### Gate-type map

Scale bar: 20 um.
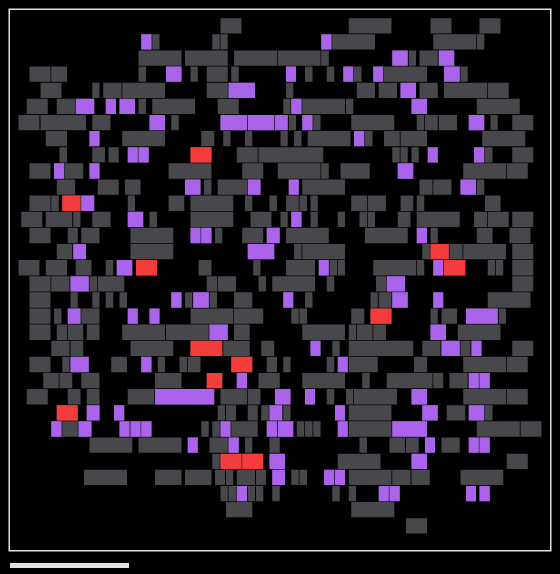
### Cell classes on the final placement

Fill, decap, tap and diode cells in gray.
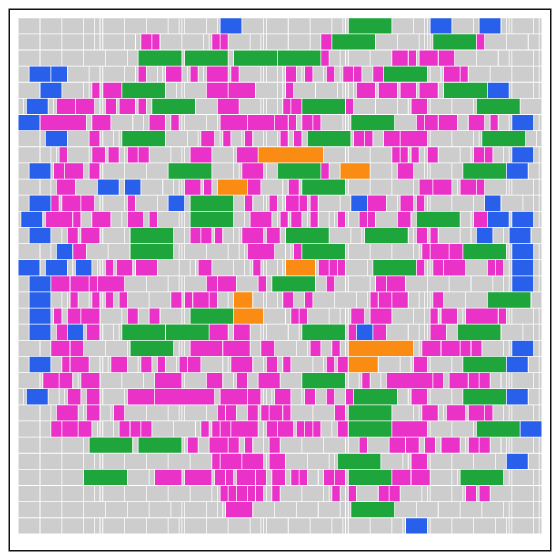
`config.mk`:
```
export PLATFORM = sky130hd
export DESIGN_NAME = sigmoid_plan_axis
export DESIGN_NICKNAME = d
export VERILOG_FILES = /design/src/rtl/sigmoid_pkg.sv /design/src/rtl/sigmoid_plan_seg.sv /design/src/rtl/sigmoid_plan_axis.sv
export SDC_FILE = /design/constraint.sdc
export NUM_CORES = 1
export LEC_CHECK = 0
export CORE_UTILIZATION = 40
export DETAILED_ROUTE_END_ITERATION = 8
export GPL_TIMING_DRIVEN = 1
export HOLD_SLACK_MARGIN = 0.15
export PLACE_DENSITY = 0.56
export SETUP_SLACK_MARGIN = 0.05
export SLEW_MARGIN = 20
export SYNTH_ARGS = -nofsm -noshare
export SYNTH_HDL_FRONTEND = slang
export SYNTH_HIERARCHICAL = 1
export SYNTH_SLANG_ARGS = --single-unit
```
`constraint.sdc`:
```
create_clock -name aclk -period 3.3 [get_ports aclk]
set_input_delay 0.825 -clock aclk [delete_from_list [all_inputs] [get_ports aclk]]
set_output_delay 0.825 -clock aclk [all_outputs]
set_load 0.005 [all_outputs]
```
`src/rtl/sigmoid_pkg.sv`:
```
// Shared constants and segment encoding for the PLAN sigmoid pipeline.
// Constants are returned as 32-bit values and narrowed to DW at the point of use.
package sigmoid_pkg;

  typedef enum logic [1:0] {
    SEG_SAT,
    SEG_HI,
    SEG_MID,
    SEG_LO
  } seg_e;

  function automatic logic [31:0] fx_half(input int unsigned frac);
    return 32'(1) << (frac - 1);
  endfunction

  function automatic logic [31:0] fx_0625(input int unsigned frac);
    return 32'(5) << (frac - 3);
  endfunction

  function automatic logic [31:0] fx_084375(input int unsigned frac);
    return 32'(27) << (frac - 5);
  endfunction

  function automatic logic [31:0] fx_one(input int unsigned frac);
    return 32'(1) << frac;
  endfunction

  function automatic logic [31:0] fx_2375(input int unsigned frac);
    return 32'(19) << (frac - 3);
  endfunction

  function automatic logic [31:0] fx_five(input int unsigned frac);
    return 32'(5) << frac;
  endfunction

endpackage

```
`src/rtl/sigmoid_plan_seg.sv`:
```
// Combinational PLAN segment select and linear term: p = f(|x|), shifts and adds only.
module sigmoid_plan_seg
  import sigmoid_pkg::*;
#(
  parameter int unsigned DW   = 16,
  parameter int unsigned FRAC = 12
) (
  input  logic [DW-1:0] a_i,
  output logic [DW-1:0] p_o
);

  localparam logic [DW-1:0] C_HALF = DW'(fx_half(FRAC));
  localparam logic [DW-1:0] C_0625 = DW'(fx_0625(FRAC));
  localparam logic [DW-1:0] C_0843 = DW'(fx_084375(FRAC));
  localparam logic [DW-1:0] C_ONE  = DW'(fx_one(FRAC));
  localparam logic [DW-1:0] C_2375 = DW'(fx_2375(FRAC));
  localparam logic [DW-1:0] C_FIVE = DW'(fx_five(FRAC));

  seg_e seg;

  // Lower bounds are inclusive, so exact threshold values land in the upper segment.
  always_comb begin
    seg = SEG_LO;
    if (a_i >= C_FIVE)      seg = SEG_SAT;
    else if (a_i >= C_2375) seg = SEG_HI;
    else if (a_i >= C_ONE)  seg = SEG_MID;

    p_o = '0;
    unique case (seg)
      SEG_SAT: p_o = C_ONE;
      SEG_HI:  p_o = (a_i >> 5) + C_0843;
      SEG_MID: p_o = (a_i >> 3) + C_0625;
      SEG_LO:  p_o = (a_i >> 2) + C_HALF;
      default: p_o = '0;
    endcase
  end

endmodule

```
`src/rtl/sigmoid_plan_axis.sv`:
```
// 3-stage AXI-Stream PLAN sigmoid with full backpressure.
// Optional SIGMOID_STATS_EN adds sat_cnt, counting accepted inputs with |x| >= 5.0.
module sigmoid_plan_axis
  import sigmoid_pkg::*;
#(
  parameter int unsigned DW   = 16,
  parameter int unsigned FRAC = 12
) (
`ifdef SIGMOID_STATS_EN
  output logic [15:0]   sat_cnt,
`endif
  input  logic          aclk,
  input  logic          aresetn,
  input  logic [DW-1:0] s_axis_tdata,
  input  logic          s_axis_tvalid,
  output logic          s_axis_tready,
  output logic [DW-1:0] m_axis_tdata,
  output logic          m_axis_tvalid,
  input  logic          m_axis_tready
);

  localparam logic [DW-1:0] C_ONE  = DW'(fx_one(FRAC));
  localparam logic [DW-1:0] C_FIVE = DW'(fx_five(FRAC));

  logic          v1_q, v2_q, v3_q;
  logic          ld1, ld2, ld3;
  logic          sign1_q, sign2_q;
  logic [DW-1:0] a1_d, a1_q;
  logic [DW-1:0] p2_d, p2_q;
  logic [DW-1:0] y3_d, y3_q;

  // Each stage advances when empty or when the stage after it advances.
  always_comb begin
    ld3 = !v3_q || m_axis_tready;
    ld2 = !v2_q || ld3;
    ld1 = !v1_q || ld2;
  end

  assign s_axis_tready = ld1;
  assign m_axis_tvalid = v3_q;
  assign m_axis_tdata  = y3_q;

  // Two's-complement magnitude; the most negative input yields 2^(DW-1) unsigned.
  assign a1_d = s_axis_tdata[DW-1] ? (~s_axis_tdata + DW'(1)) : s_axis_tdata;

  sigmoid_plan_seg #(
    .DW  (DW),
    .FRAC(FRAC)
  ) u_seg (
    .a_i(a1_q),
    .p_o(p2_d)
  );

  assign y3_d = sign2_q ? (C_ONE - p2_q) : p2_q;

  always_ff @(posedge aclk) begin
    if (!aresetn) begin
      v1_q    <= 1'b0;
      v2_q    <= 1'b0;
      v3_q    <= 1'b0;
      sign1_q <= 1'b0;
      sign2_q <= 1'b0;
      a1_q    <= '0;
      p2_q    <= '0;
      y3_q    <= '0;
    end else begin
      if (ld1) begin
        v1_q    <= s_axis_tvalid;
        sign1_q <= s_axis_tdata[DW-1];
        a1_q    <= a1_d;
      end
      if (ld2) begin
        v2_q    <= v1_q;
        sign2_q <= sign1_q;
        p2_q    <= p2_d;
      end
      if (ld3) begin
        v3_q <= v2_q;
        y3_q <= y3_d;
      end
    end
  end

`ifdef SIGMOID_STATS_EN
  logic [15:0] sat_cnt_q;

  always_ff @(posedge aclk) begin
    if (!aresetn) begin
      sat_cnt_q <= '0;
    end else if (s_axis_tvalid && ld1 && (a1_d >= C_FIVE) && (sat_cnt_q != '1)) begin
      sat_cnt_q <= sat_cnt_q + 16'd1;
    end
  end

  assign sat_cnt = sat_cnt_q;
`endif

endmodule
```
==> impl_metrics.yaml <==
# physical design summary
clock_tree:
  cts_tree: "done"
  clock_path_buffers: 2
  clock.latency.late_pin_ns: 0.32
  clk_pin_slew_worst_paths_ns: 0.11
outcome:
  status: "finished clean"
logic_synthesis:
  yosys_warnings: 6
  synth.most_common_cell: "dfxtp_1"
  synthCells: 393
  yosys.stat.seqShare_pct: 33.44
  mux_area_share_pct: 2.524
  yosys.area.top_type: "dfxtp_1"
critical_path:
  cpMaxStageDelayCell: "clkdlybuf4s50_1"
  r2r_slack_ns: 0.96
  startpoint: "m_axis_tready"
  critPathMaxFanout: 3
  crit_required_ns: 2.47
  worstSetupPathType: "in2out"
  cp_cell_sequence: "clkdlybuf4s50_1, and3b_1, and2_1, inv_1, clkdlybuf4s50_1"
final_timing:
  period_used_pct: 94.66
  hold_violations: 0
  timing.final.crit_period_ns: 3.124
  clock_skew_ns: 0.01483
routing:
  drt_first_pass_iters: 4
  vias: 2763
  drc: 0
flow_run:
  tool_warnings: 31
pwr:
  pg_comb_mw: 0.355
  p_sw_mw: 0.4578
  powerSeq_mw: 0.749
  p_int_mw: 1.172
  p_comb_share_pct: 21.8
hold_path:
  hp-class: "reg2reg"
global_route:
  track_usage_pct: 17.71
finish:
  area_growth_pct: 18.14
  layout_top_cells: "dfxtp_1, nand2_1, nor2_1, clkdlybuf4s50_1, a21oi_1"
floorplan:
  die-area_um2: 8293
  core_um2: 7687
## Picture notes: 'Gate-type map'
family	color	cells	most used
aoi and oai cells	purple	104	a21oi_1
non-inverting ao/oa cells	red	12	o211a_1

## Picture notes: 'Cell classes on the final placement'
class	color	cells
registers	green	53
remaining logic cells	magenta	316
remaining buffers and delay cells	blue	47
clock drivers and dummy loads	orange	8

[critical path, delay by kind of cell]
kind | cells | cell delay [ns]
simple gates | 2 | 0.39
buf+inv | 3 | 1.09
[layout make-up]
cell class / instances / area (um^2)
well taps: 102 / 127.6
inverters: 17 / 63.81
clock inverters: 3 / 68.82
flip-flops and latches: 53 / 1061
repair buffers: 47 / 445.4
clock buffers: 5 / 68.82
fillers: 786 / 3939
multi-input cells: 299 / 1913
[layer usage]
layer  vias to the layer above  global-route usage [%]  routed length [um]
met5                         -                       0                   0
li1                       1463                       -                   -
met1                      1236                   21.69                3340
met2                        55                   31.63                3304
met3                         9                   2.345                 204
met4                         0                   6.217                  78
Power figures rest on the tool's default switching activity, not on a simulated workload.
